Figure 1. Pin placement (run 1).
Drawn at 3 px/µm. Pins as bars across the die edge, other pins in gray.
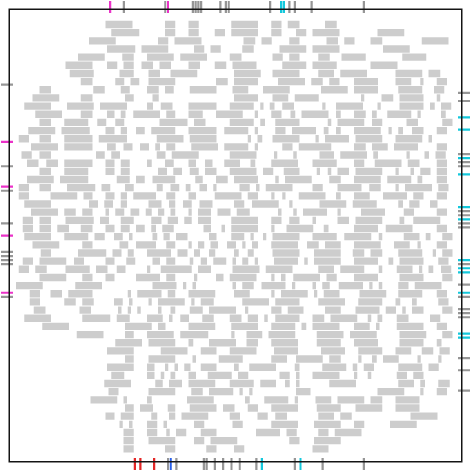
Figure 2. Close-up of the layout (run 1).
Window x 63 to 88, y 33 to 58 µm. Cells in gray, sequential cells in the stronger gray; small squares are vias.
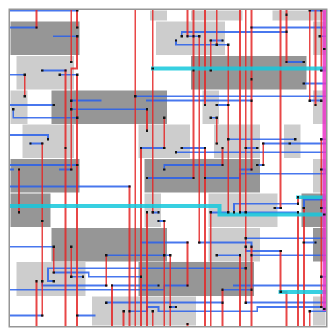
Figure 3. Gate families picked out (run 1).
Drawn at 2 px/µm.
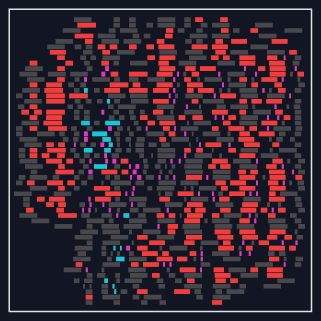
Figure 4. Routing congestion map (run 1).
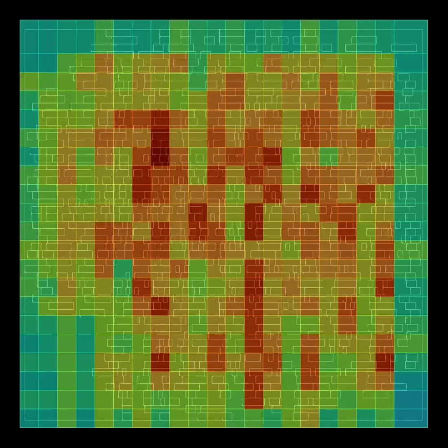
[src/rtl/buffer_write_back.sv]
// Write-back buffer between L2 and main memory: queues dirty victims in a small FIFO,
// coalesces repeated addresses, serves L2 misses from pending entries and drains to memory.
module buffer_write_back #(
  parameter int ADDR_WIDTH  = 6,
  parameter int DATA_WIDTH  = 16,
  parameter int DEPTH       = 4,
  parameter int MEM_LATENCY = 2
) (
  input  logic                    clock,
  input  logic                    reset,
  input  logic                    evict_valid,
  input  logic [ADDR_WIDTH-1:0]   evict_address,
  input  logic [DATA_WIDTH-1:0]   evict_data,
  output logic                    evict_ready,
  input  logic [ADDR_WIDTH-1:0]   lookup_address,
  output logic                    lookup_hit,
  output logic [DATA_WIDTH-1:0]   lookup_data,
  input  logic                    mem_busy,
  output logic                    mem_wren,
  output logic [ADDR_WIDTH-1:0]   mem_address,
  output logic [DATA_WIDTH-1:0]   mem_data,
  input  logic                    flush,
  output logic                    flush_done,
  output logic [$clog2(DEPTH):0]  count,
  output logic                    empty
);

  localparam int PW = $clog2(DEPTH);
  localparam int CW = PW + 1;
  localparam int LW = (MEM_LATENCY > 1) ? $clog2(MEM_LATENCY) : 1;

  typedef enum logic [1:0] {StIdle, StWrite, StPop} state_t;

  state_t                  state;
  logic [LW-1:0]           lat;
  logic                    flushing;

  logic [DEPTH-1:0]        valid;
  logic [ADDR_WIDTH-1:0]   addr_q [DEPTH];
  logic [DATA_WIDTH-1:0]   data_q [DEPTH];
  logic [PW-1:0]           head;
  logic [PW-1:0]           tail;

  logic                    start_drain;
  logic                    inflight;
  logic                    push;
  logic                    pop;
  logic                    co_hit;
  logic [PW-1:0]           co_idx;
  logic [PW-1:0]           co_scan;
  logic [PW-1:0]           lk_scan;
  logic [CW-1:0]           count_d;
  logic                    flush_fire;

  assign evict_ready = (count < CW'(DEPTH));
  assign empty       = (count == '0);
  assign start_drain = (state == StIdle) && !empty && !mem_busy;
  // The head is owned by the memory write from the edge that starts it until it is popped.
  assign inflight    = (state != StIdle) || start_drain;
  assign push        = evict_valid && evict_ready;
  assign pop         = (state == StPop);
  assign flush_fire  = flushing && empty && (state == StIdle);

  // Coalesce target: newest valid match that is not the in-flight head.
  always_comb begin
    co_hit  = 1'b0;
    co_idx  = '0;
    co_scan = '0;
    for (int i = 0; i < DEPTH; i++) begin
      co_scan = head + PW'(i);
      if (valid[co_scan] && (addr_q[co_scan] == evict_address) &&
          !(inflight && (co_scan == head))) begin
        co_hit = 1'b1;
        co_idx = co_scan;
      end
    end
  end

  // Scan oldest to newest so the newest match overrides.
  always_comb begin
    lookup_hit  = 1'b0;
    lookup_data = '0;
    lk_scan     = '0;
    for (int i = 0; i < DEPTH; i++) begin
      lk_scan = head + PW'(i);
      if (valid[lk_scan] && (addr_q[lk_scan] == lookup_address)) begin
        lookup_hit  = 1'b1;
        lookup_data = data_q[lk_scan];
      end
    end
  end

  always_comb begin
    count_d = count;
    if (push && !co_hit) begin
      count_d = count_d + CW'(1);
    end
    if (pop) begin
      count_d = count_d - CW'(1);
    end
  end

  always_ff @(posedge clock or posedge reset) begin
    if (reset) begin
      valid <= '0;
      head  <= '0;
      tail  <= '0;
      count <= '0;
      for (int i = 0; i < DEPTH; i++) begin
        addr_q[i] <= '0;
        data_q[i] <= '0;
      end
    end else begin
      count <= count_d;
      if (pop) begin
        valid[head] <= 1'b0;
        head        <= head + PW'(1);
      end
      if (push) begin
        if (co_hit) begin
          data_q[co_idx] <= evict_data;
        end else begin
          valid[tail]  <= 1'b1;
          addr_q[tail] <= evict_address;
          data_q[tail] <= evict_data;
          tail         <= tail + PW'(1);
        end
      end
    end
  end

  always_ff @(posedge clock or posedge reset) begin
    if (reset) begin
      state       <= StIdle;
      lat         <= '0;
      mem_wren    <= 1'b0;
      mem_address <= '0;
      mem_data    <= '0;
      flushing    <= 1'b0;
      flush_done  <= 1'b0;
    end else begin
      flush_done <= flush_fire;
      if (flush_fire) begin
        flushing <= 1'b0;
      end else if (flush) begin
        flushing <= 1'b1;
      end
      case (state)
        StIdle: begin
          if (start_drain) begin
            state       <= StWrite;
            mem_wren    <= 1'b1;
            mem_address <= addr_q[head];
            mem_data    <= data_q[head];
            lat         <= LW'(MEM_LATENCY - 1);
          end
        end
        StWrite: begin
          if (lat == '0) begin
            state    <= StPop;
            mem_wren <= 1'b0;
          end else begin
            lat <= lat - LW'(1);
          end
        end
        StPop: begin
          state <= StIdle;
        end
        default: begin
          state    <= StIdle;
          mem_wren <= 1'b0;
        end
      endcase
    end
  end

endmodule

[config.mk]
export PLATFORM = sky130hd
export DESIGN_NAME = buffer_write_back
export DESIGN_NICKNAME = d
export VERILOG_FILES = /design/src/rtl/buffer_write_back.sv
export SDC_FILE = /design/constraint.sdc
export NUM_CORES = 1
export LEC_CHECK = 0
export CAP_MARGIN = 20
export CELL_PAD_IN_SITES_DETAIL_PLACEMENT = 2
export CELL_PAD_IN_SITES_GLOBAL_PLACEMENT = 2
export CORE_MARGIN = 1.5
export CORE_UTILIZATION = 40
export DETAILED_ROUTE_END_ITERATION = 8
export HOLD_SLACK_MARGIN = 0.06
export PLACE_DENSITY = 0.85
export SLEW_MARGIN = 40
export SYNTH_ARGS = -nofsm -noshare
export SYNTH_HDL_FRONTEND = slang
export SYNTH_SLANG_ARGS = --single-unit
export TNS_END_PERCENT = 50
[constraint.sdc]
create_clock -name clock -period 10.93 [get_ports clock]
set_clock_uncertainty 0.15 [all_clocks]
set_input_delay 3.279 -clock clock [delete_from_list [all_inputs] [get_ports clock]]
set_output_delay 3.279 -clock clock [all_outputs]
set_load 0.01 [all_outputs]
==> results.py, run 1 <==
# Synthesis and PnR figures
metrics = {
    "placed_design": {
        "post_dp_cell_area_um2": 9691,
        "place_hpwl_um": 16460,
        "gp_congestion": 0.9104,
        "dpl.cell_count": 970,
    },
    "cts": {
        "cts_tree": "done",
        "clk_latency_ns": 0.44,
        "clkTransAtPathRegs_ns": 0.05,
        "cts_max_level": 4,
        "cts-root-buf": "clkbuf_16",
        "cts_buffer_depth": 2,
        "post_cts_buffers": 0,
    },
    "final_timing": {
        "rsz0062_at_grt": "no",
        "drv_slew": 0,
        "max_freq_mhz": 102.0,
        "fin_setup_tns_ns": 0,
        "whs_ns": 0.3041,
        "hold_violations": 0,
        "fin_crit_sh_pct": 89.69,
    },
    "logic_synthesis": {
        "synth_area_leader_cell": "dfrtp_1",
        "ys_sh_simple_pct": 6.555,
        "ys_cells": 648,
        "numSynthFlops": 127,
        "yosysWarnings": 0,
        "synth_area_um2": 8685,
        "top_area_share_pct": 36.59,
        "mux_area_share_pct": 42.44,
        "area_leaders": "dfrtp_1 (37%), mux4_2 (19%), mux2_2 (9.5%), mux2_4 (5.2%), mux4_1 (4.5%)",
        "synth-edff-count": 0,
        "top_cell": "dfrtp_1",
        "synth.distinct_cells": 46,
        "synth-compound-area-share_pct": 3.631,
        "ys_seq_share_pct": 36.59,
        "synth_nets": 692,
        "yosys-top-cells-count": "dfrtp_1 (127), mux4_2 (75), nand2_1 (75)",
    },
    "critical_path": {
        "critPathLaunchType": "primary input",
        "cp_max_fo": 33,
        "critPathArrivalTime_ns": 6.37,
        "reg2reg_depth": 13,
        "slowest_stage": "clkdlybuf4s50_1",
        "r2r-start": "head[0]",
        "reg2reg_to": "count[2]",
        "path_delay_family": "buffers and inverters",
        "cp.depth": 10,
        "path_cells": "clkdlybuf4s50_1 > xnor2_1 > nand4_1 > nor4_2 > buf_4 > nand2_1 > o21ai_0 > mux2i_1 > o21ai_0 > clkdlybuf4s50_1",
        "path_class": "in2out",
    },
    "power_and_ir_drop": {
        "p_leak_uw": 0.004111,
        "power_density_nw_per_um2": 348.6,
    },
    "die": {
        "core_um2": 21150,
        "fp-row-count": 53,
        "die-area_um2": 22610,
        "fp-utilization_pct": 41.05,
        "io_pins": 79,
    },
    "routing": {
        "drt_first_pass_iters": 4,
        "drt_wl_total_um": 25210,
        "vias": 6042,
        "routedWlPerCell_um": 25.18,
    },
    "hold_path": {
        "hold_depth": 1,
        "min_from": "lat",
        "worstHoldPathType": "reg2reg",
    },
    "grt": {
        "antenna_found_initial": 0,
        "grt_first_pass_wirelength_um": 40160,
        "grt_max_degree": 82,
        "grt_pass1_vias": 6741,
        "grt_overflow_total": 0,
    },
    "layout": {
        "drive_gt1_share_pct": 34.57,
        "mi_logic_area_um2": 5207,
        "fillers": 2010,
        "layout.nets": 758,
        "fin_area_um2": 10270,
        "area_growth_pct": 18.27,
    },
    "job": {
        "warnings": 33,
        "maxCapViolations": 0,
    },
    "outcome": {
        "outcome": "complete, no violations",
    },
}
Back to the opening pictures, Figure 1:
[count] red | pins: 3 | direction: output | edge: bottom
[evict_address] magenta | pins: 6 | direction: input | edge: 4 left, 2 top
[mem_busy] blue | pins: 1 | direction: input | edge: bottom
[lookup_data] cyan | pins: 16 | direction: output | edge: 12 right, 2 top, 2 bottom
die span in y: 150.4 µm
DIE WIDTH: 150.4 µm
Buffers on Ports: 78

Back to the opening pictures, Figure 2:
[met2] red
[met1] blue
[met3] cyan
[met4] magenta
sequential cells in the window: 7
netlist names of flops here include: data_q (4), valid (2)
cells with their middle in the window: 20
most frequent: dfrtp_1 (7), mux2_4 (3)

Back to the opening pictures, Figure 3:
[NOR gates] cyan | cells: 17
[multiplexers] red | cells: 226 | most used: mux4_2 | where: widely spread
[NAND gates] magenta | cells: 91 | most used: nand2_1
Post-Layout Cell Count: 1001
logic share of the area: 50.70%
Commonest Layout Cell: dfrtp_1

Back to the opening pictures, Figure 4:
final core occ: 48.55%
GRT met2 Usage: 43.26%
gr usage total: 23.96%
met1 Use GR: 29.06%
Most Crowded Layer GR: met2

## run 1: stage by stage
step	power, µW	util (%)	setup WS [ns]
after floorplan	2443	-	2.415
after global placement	2870	45.80	1.418
after detailed placement	3023	45.81	1.240
after CTS	3618	48.49	1.095
after global routing	3810	48.55	0.9639
final	3581	48.55	1.127
## run 1: area by class of cell
type / count / share of cell area [%]
multi-input combinational: 457 / 50.70
sequential: 127 / 30.99
timing repair buffer: 91 / 8.625
clock buffer: 21 / 4.678
tap: 275 / 3.350
clock inverter: 10 / 0.8527
inverter: 20 / 0.8040
## run 1: where the power goes
group / total [µW] / switching (µW) / internal, µW
registers: 992 / 289 / 703
clock network: 551 / 218 / 333
logic: 2040 / 907 / 1130
## run 1: registers in the layout, indices dropped and copies added, names as in the netlist
name / count
data_q: 64
tail: 2
addr_q: 24
valid: 4
head: 2
state: 2
lat: 1
mem_address: 6
count: 3
mem_wren: 1
flush_done: 1
mem_data: 16
flushing: 1
## run 1: routing by layer
| metal | part of all wire, % | track usage (%) | vias to the layer above |
|---|---|---|---|
| met2 | 54 | 43.26 | 149 |
| met4 | 1.9 | 7.108 | 0 |
| met1 | 41 | 29.06 | 3279 |
| met5 | 0 | 0 | - |
| met3 | 3.5 | 4.273 | 32 |
| li1 | - | - | 2582 |
## run 1: layout by cell type (no fill, tap or decap), types with 2 or more instances in the layout
| cell type | instances |
|---|---|
| clkbuf_8 | 4 |
| o32ai_1 | 2 |
| buf_6 | 2 |
| nand2_2 | 4 |
| xnor2_1 | 36 |
| mux2_2 | 73 |
| or2_2 | 4 |
| o21ai_1 | 2 |
| clkdlybuf4s50_1 | 78 |
| mux2i_1 | 33 |
| o21ai_0 | 33 |
| a22oi_2 | 4 |
| nor2_1 | 4 |
| mux4_2 | 75 |
| a21oi_1 | 3 |
| mux4_1 | 15 |
| a21o_1 | 2 |
| xor2_1 | 17 |
| mux2_4 | 30 |
| nand4_1 | 7 |
| nand2_1 | 75 |
| ha_1 | 10 |
| clkinvlp_4 | 5 |
| buf_4 | 11 |
| nand3_1 | 4 |
| clkbuf_16 | 17 |
| clkinv_2 | 4 |
| dfrtp_1 | 125 |
| nor4_2 | 4 |
| inv_1 | 18 |
| nor4_4 | 2 |
## run 1: worst register-to-register path, stage by stage, from the launching register on
cell     delay [ns]
dfrtp_4        0.79
inv_2          0.21
ha_2           0.59
buf_4          0.65
mux4_1         0.49
xnor2_1        0.19
nand4_1        0.14
nor4_2         0.08
or4_4          0.60
nor3b_4        0.74
mux2i_1        0.37
ha_1           0.20
nand2_1        0.07
xor2_1         0.19
## run 1: kinds of logic after synthesis
logic type,after synthesis
AOI/OAI and AO/OA,51
xor gates and xnor gates,53
adders and majority gates,11
buffers and inverters,64
DFF,127
muxes,226
and+or+nand+nor,116
## run 1: worst max-delay path by stage
stage / from / endpoint / slack (ns)
after floorplan: lookup_address[0] / lookup_data[0] / 2.41
after global placement: lookup_address[0] / lookup_data[15] / 1.42
after detailed placement: lookup_address[0] / lookup_data[15] / 1.24
after CTS: lookup_address[0] / lookup_data[15] / 1.09
after global routing: lookup_address[0] / lookup_data[15] / 0.96
final: lookup_address[0] / lookup_data[15] / 1.13
==> run 2, diff against run 1 <==
Clock period 10.93 ns to 10.4 ns, I/O delays scaled along.
Figure 5. Routing congestion map (run 2).
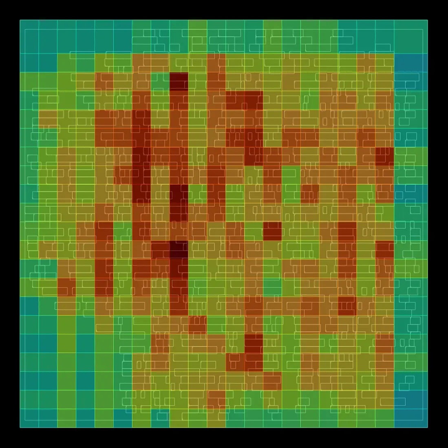
Routed WL per cell: 26.13 µm
met1 Use GR: 29.72%
met3 usage: 4.455%
final core occ: 49.03%

Figure 6. Close-up of the layout (run 2).
Window x 63 to 88, y 33 to 58 µm. Cells in gray, sequential cells in the stronger gray; small squares are vias.
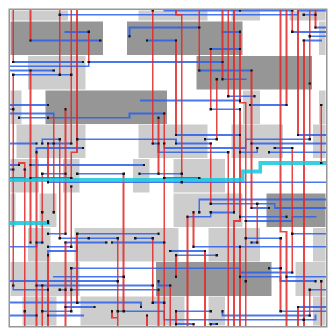
[met1] blue
[met2] red
[met3] cyan
sequential cells in the window: 6
netlist names of flops here include: data_q (3), head (2)
most frequent: dfrtp_1 (4)
cells with their middle in the window: 25

==> results.py, run 2 <==
# Synthesis and PnR figures
metrics = {
    "outcome": {
        "outcome": "complete, no violations",
    },
    "placed_design": {
        "dpl.cell_count": 970,
        "port_buffers": 78,
        "place_hpwl_um": 16880,
        "gp_congestion": 0.9094,
    },
    "power_and_ir_drop": {
        "power_density_nw_per_um2": 375.0,
        "p_leak_uw": 0.004161,
    },
    "layout": {
        "largest_register_ffs": 64,
        "fillers": 2013,
        "mi_logic_area_um2": 5207,
        "layout_top_cell": "dfrtp_1",
        "max_flop_register": "data_q",
        "drive_gt1_share_pct": 34.75,
        "final_cell_count_no_fill": 1003,
        "most-common-layout-cells": "dfrtp_1 (125), clkdlybuf4s50_1 (78), mux4_2 (75), nand2_1 (75), mux2_2 (73)",
        "area_growth_pct": 19.42,
        "top_regs": "data_q: 64 flops, addr_q: 24 flops, mem_data: 16 flops",
        "layout.nets": 759,
    },
    "grt": {
        "grt_overflow_total": 0,
        "grt_usage_pct": 24.46,
        "grt_max_degree": 68,
        "grt_first_pass_wirelength_um": 40810,
        "top_usage_layer": "met2",
        "grt_pass1_vias": 6840,
        "grt_util_met2_pct": 44.36,
    },
    "final_timing": {
        "drv_slew": 0,
        "fin_crit_sh_pct": 89.06,
        "whs_ns": 0.3117,
        "fin_setup_tns_ns": 0,
        "max_freq_mhz": 108.0,
        "rsz0062_at_grt": "no",
        "hold_violations": 0,
    },
    "logic_synthesis": {
        "ys_seq_share_pct": 36.59,
        "yosys-top-cells-count": "dfrtp_1 (127), mux4_2 (75), nand2_1 (75)",
        "yosysWarnings": 0,
        "area_leaders": "dfrtp_1 (37%), mux4_2 (19%), mux2_2 (9.5%), mux2_4 (5.2%), mux4_1 (4.5%)",
        "synth_area_leader_cell": "dfrtp_1",
        "synth_area_um2": 8685,
        "synth_nets": 692,
        "numSynthFlops": 127,
        "top_area_share_pct": 36.59,
        "ys_cells": 648,
        "synth.distinct_cells": 46,
        "top_cell": "dfrtp_1",
    },
    "job": {
        "maxCapViolations": 0,
        "warnings": 33,
    },
    "routing": {
        "drt_wl_total_um": 26210,
        "vias": 6028,
        "drt_first_pass_iters": 4,
    },
    "critical_path": {
        "critPathLaunchType": "primary input",
        "cp_max_fo": 33,
        "critPathArrivalTime_ns": 5.99,
        "slowest_stage": "clkdlybuf4s50_1",
        "path_cells": "clkdlybuf4s50_1 > xnor2_1 > nand4_1 > nor4_2 > buf_4 > nand2_1 > o21ai_0 > mux2i_1 > o21ai_0 > clkdlybuf4s50_1",
    },
    "cts": {
        "clkTransAtPathRegs_ns": 0.06,
        "cts_max_level": 4,
        "cts-root-buf": "clkbuf_16",
        "cts_buffer_depth": 2,
        "clk_latency_ns": 0.44,
        "cts_tree": "done",
        "post_cts_buffers": 0,
        "cts_inserted_buffers": 17,
    },
    "die": {
        "fp-utilization_pct": 41.05,
        "die_x_um": 150.4,
        "io_pins": 79,
        "fp-row-count": 53,
        "core_um2": 21150,
        "die_y_um": 150.4,
        "die-area_um2": 22610,
    },
    "hold_path": {
        "worstHoldPathType": "reg2reg",
    },
}
Figure 7. Pin placement (run 2).
Drawn at 3 px/µm. Pins as bars across the die edge, other pins in gray.
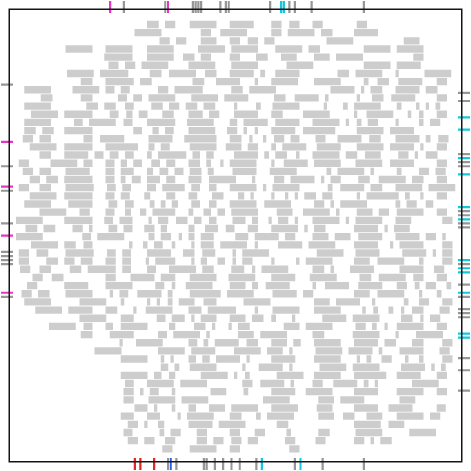

## run 2: cell counts after synthesis
Identical to the previous run, type by type.
## run 2: path summary, 6_finish.rpt
kind	startpoint	endpoint	slack, ns	cells after the start
max	lookup_address[0]	lookup_data[14]	1.14	10
min	lat	state[1]	0.31	1
max reg2reg	head[0]	data_q[4]	5.15	12
min reg2reg	lat	state[1]	0.31	1
max in group asynchronous	reset	head[0]	6.01	3
min in group asynchronous	reset	data_q[0]	3.01	2
## run 2: area by class of cell
class | count | share of cell area [%]
sequential | 127 | 30.69
clock inverter | 14 | 2.063
timing repair buffer | 92 | 8.710
clock buffer | 18 | 4.235
multi-input combinational | 457 | 50.21
tap | 275 | 3.318
inverter | 20 | 0.7721
## run 2: per-stage QoR
step           area [µm²]  worst slack (ns)
2_1_floorplan        8685             2.203
3_3_place_gp         9688             1.301
3_5_place_dp         9691             1.154
4_1_cts             10340             1.157
5_1_grt             10370             1.029
6_report            10370             1.138
## run 2: power by group
part	switching (µW)	leakage [µW]	internal [µW]
clock network	245	0.000312	431
logic	964	0.00231	1190
registers	316	0.00154	738
total	1530	0.00416	2360
## run 2: metal layers
layer	part of all wire, %	vias up	wire length (µm)
met3	3.4	36	896
met4	1.7	0	435
met5	0	-	0
met1	41	3271	10720
met2	54	137	14150
li1	-	2584	-
## run 2: cell families (layout without fill, tap and decap cells)
kind of cell,count (synthesis),after routing,synth area share [%]
compound gates,51,51,3.631
xor+xnor,53,53,5.345
fa+ha+maj,11,11,1.585
buf+inv,64,144,3.847
flops,127,127,36.59
mux,226,226,42.44
simple gates,116,116,6.555
## run 2: critical path, delay by kind of cell
family | cells | cell delay (ns)
mux | 1 | 0.09
simple gates | 3 | 0.57
compound gates | 2 | 0.40
xor+xnor | 1 | 0.27
buf+inv | 3 | 1.53
==> run 3, diff against run 2 <==
Settings changed: CORE_MARGIN 1.5 to 3, SETUP_SLACK_MARGIN set to 0.2.
Figure 8. Close-up of the layout (run 3).
Window x 64 to 89, y 34 to 59 µm. Cells in gray, sequential cells in the stronger gray; small squares are vias.
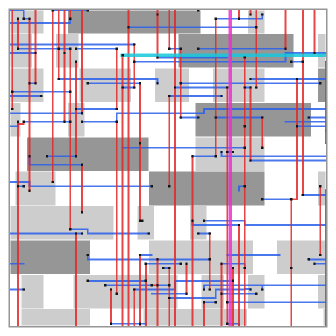

Figure 9. Routing congestion map (run 3).
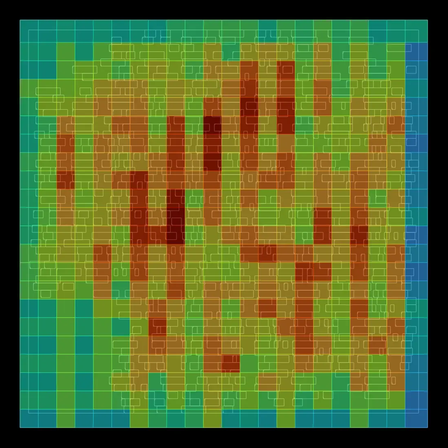
GRT met2 Usage: 40.41%
met1 Use GR: 26.99%
met3 usage: 3.341%

==> results.py, run 3 <==
# Synthesis and PnR figures
metrics = {
    "outcome": {
        "outcome": "complete, no violations",
    },
    "logic_synthesis": {
        "area_leaders": "dfrtp_1 (37%), mux4_2 (19%), mux2_2 (9.5%), mux2_4 (5.2%), mux4_1 (4.5%)",
        "mux_area_share_pct": 42.44,
        "yosysWarnings": 0,
        "synth-edff-count": 0,
        "numSynthFlops": 127,
        "ys_sh_simple_pct": 6.555,
        "ys_sh_xor_pct": 5.345,
        "synth.distinct_cells": 46,
        "synth_area_leader_cell": "dfrtp_1",
        "ys_cells": 648,
    },
    "placed_design": {
        "port_buffers": 78,
        "place_hpwl_um": 16450,
        "gp_congestion": 0.8861,
    },
    "layout": {
        "layout.nets": 759,
        "max_flop_register": "data_q",
        "area_growth_pct": 18.57,
        "largest_register_ffs": 64,
    },
    "cts": {
        "clkTransAtPathRegs_ns": 0.05,
        "cts-root-buf": "clkbuf_16",
        "cts_buffer_depth": 2,
        "clk_latency_ns": 0.43,
    },
    "grt": {
        "grt_max_degree": 72,
        "grt_pass1_vias": 6890,
        "antenna_found_initial": 0,
        "grt_usage_pct": 22.24,
    },
    "critical_path": {
        "r2r_slack_ns": 5.40,
        "cp_max_fo": 33,
        "path_cells": "clkdlybuf4s50_1 > xnor2_1 > nand4_1 > nor4_2 > buf_4 > nand2_1 > o21ai_0 > mux2i_1 > o21ai_0 > clkdlybuf4s50_1",
        "critPathLaunchType": "primary input",
        "r2r-start": "head[0]",
        "slowest_stage": "clkdlybuf4s50_1",
        "crit_buf_inv": 3,
        "critPathArrivalTime_ns": 6.20,
    },
    "die": {
        "fp-row-count": 53,
        "die_y_um": 153.4,
        "io_pins": 79,
        "die_x_um": 153.4,
        "die-area_um2": 23520,
        "fp-utilization_pct": 41.05,
    },
    "routing": {
        "drt_first_pass_iters": 4,
        "routedWlPerCell_um": 25.50,
        "vias": 5945,
    },
    "final_timing": {
        "rsz0062_at_grt": "no",
        "hold_violations": 0,
        "whs_ns": 0.3249,
        "max_freq_mhz": 105.6,
        "drv_slew": 0,
    },
    "power_and_ir_drop": {
        "p_leak_uw": 0.004141,
        "power_density_nw_per_um2": 369.7,
    },
    "job": {
        "maxCapViolations": 0,
    },
    "hold_path": {
        "worstHoldPathType": "reg2reg",
    },
}
Figure 10. Sequential cells colored by netlist name (run 3).
Drawn at 2 px/µm.
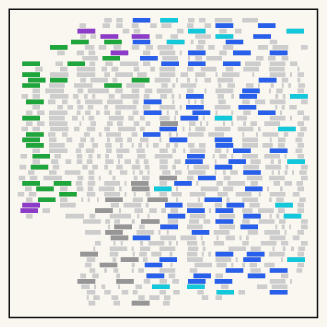
[mem_address] purple | placed flops: 6
[data_q] blue | placed flops: 64
[addr_q] green | placed flops: 24
[mem_data] cyan | placed flops: 16
not colored: 17
Seq group: 1040 µW
Seq area share: 30.91%

run 3: netlist changes by cell type in the layout (fill, tap and decap cells not counted):
cell        previous run  this run
clkinv_4               2         0
bufinv_16              5         3
buf_6                  3         4
clkbuf_8               2         3
inv_6                  2         1
clkinvlp_4             3         0
clkinv_2               3         5
run 3: report_power, final:
part / total (µW) / switching [µW] / internal, µW / leakage (µW)
Sequential: 1040 / 299 / 739 / 0.00154
Clock: 609 / 221 / 388 / 0.000293
Combinational: 2160 / 968 / 1190 / 0.00231
Total: 3810 / 1490 / 2320 / 0.00414
run 3: final cells by class:
class,instances,area (µm²)
sequential,127,3183
clock inverter,8,115.1
multi-input combinational,457,5207
fill,1989,10860
inverter,20,80.08
clock buffer,20,466.7
timing repair buffer,92,900.9
tap,275,344.1
run 3: logic make-up after synthesis:
group                    count (synthesis)
AND/OR/NAND/NOR                        116
AND-OR/OR-AND                           51
XOR/XNOR                                53
multiplexers                           226
adder cells (fa/ha/maj)                 11
buffers and inverters                   64
flip-flops                             127
run 3: worst register-to-register path: stages, from the launching register on:
cell and delay, ns:
dfrtp_4 0.77, inv_2 0.22, ha_2 0.76, mux4_2 0.63, xnor2_1 0.15, nand2_1 0.12, nor3_1 0.10, or4_4 0.55
nor3b_4 0.50, buf_6 0.22, a22oi_2 0.08, buf_4 0.28, mux2_4 0.35
run 3: how the worst max path moves through the flow:
stage	startpoint	to	cells after the start
2_1_floorplan	lookup_address[0]	lookup_data[0]	9
3_3_place_gp	lookup_address[3]	lookup_data[12]	10
3_5_place_dp	lookup_address[0]	lookup_data[12]	10
4_1_cts	lookup_address[0]	lookup_data[15]	10
5_1_grt	lookup_address[0]	lookup_data[12]	10
6_report	lookup_address[0]	lookup_data[15]	10
run 3: routing by layer:
layer / track usage [%] / routed length, µm
met5: 0 / 0
met4: 7.569 / 556
met3: 3.341 / 823
met2: 40.41 / 13750
met1: 26.99 / 10350
run 3: stage by stage:
stage,total power [µW],worst slack (ns),cells,utilization (%),area (µm²)
4_1_cts,3843,0.9677,998,48.56,10270
2_1_floorplan,2568,2.203,648,-,8685
3_3_place_gp,3024,1.291,970,45.80,9688
6_report,3807,0.9318,999,48.68,10300
5_1_grt,4039,0.8405,999,48.68,10300
3_5_place_dp,3173,1.103,970,45.81,9691
No activity file was given, so power comes from the tool's default toggle rates.
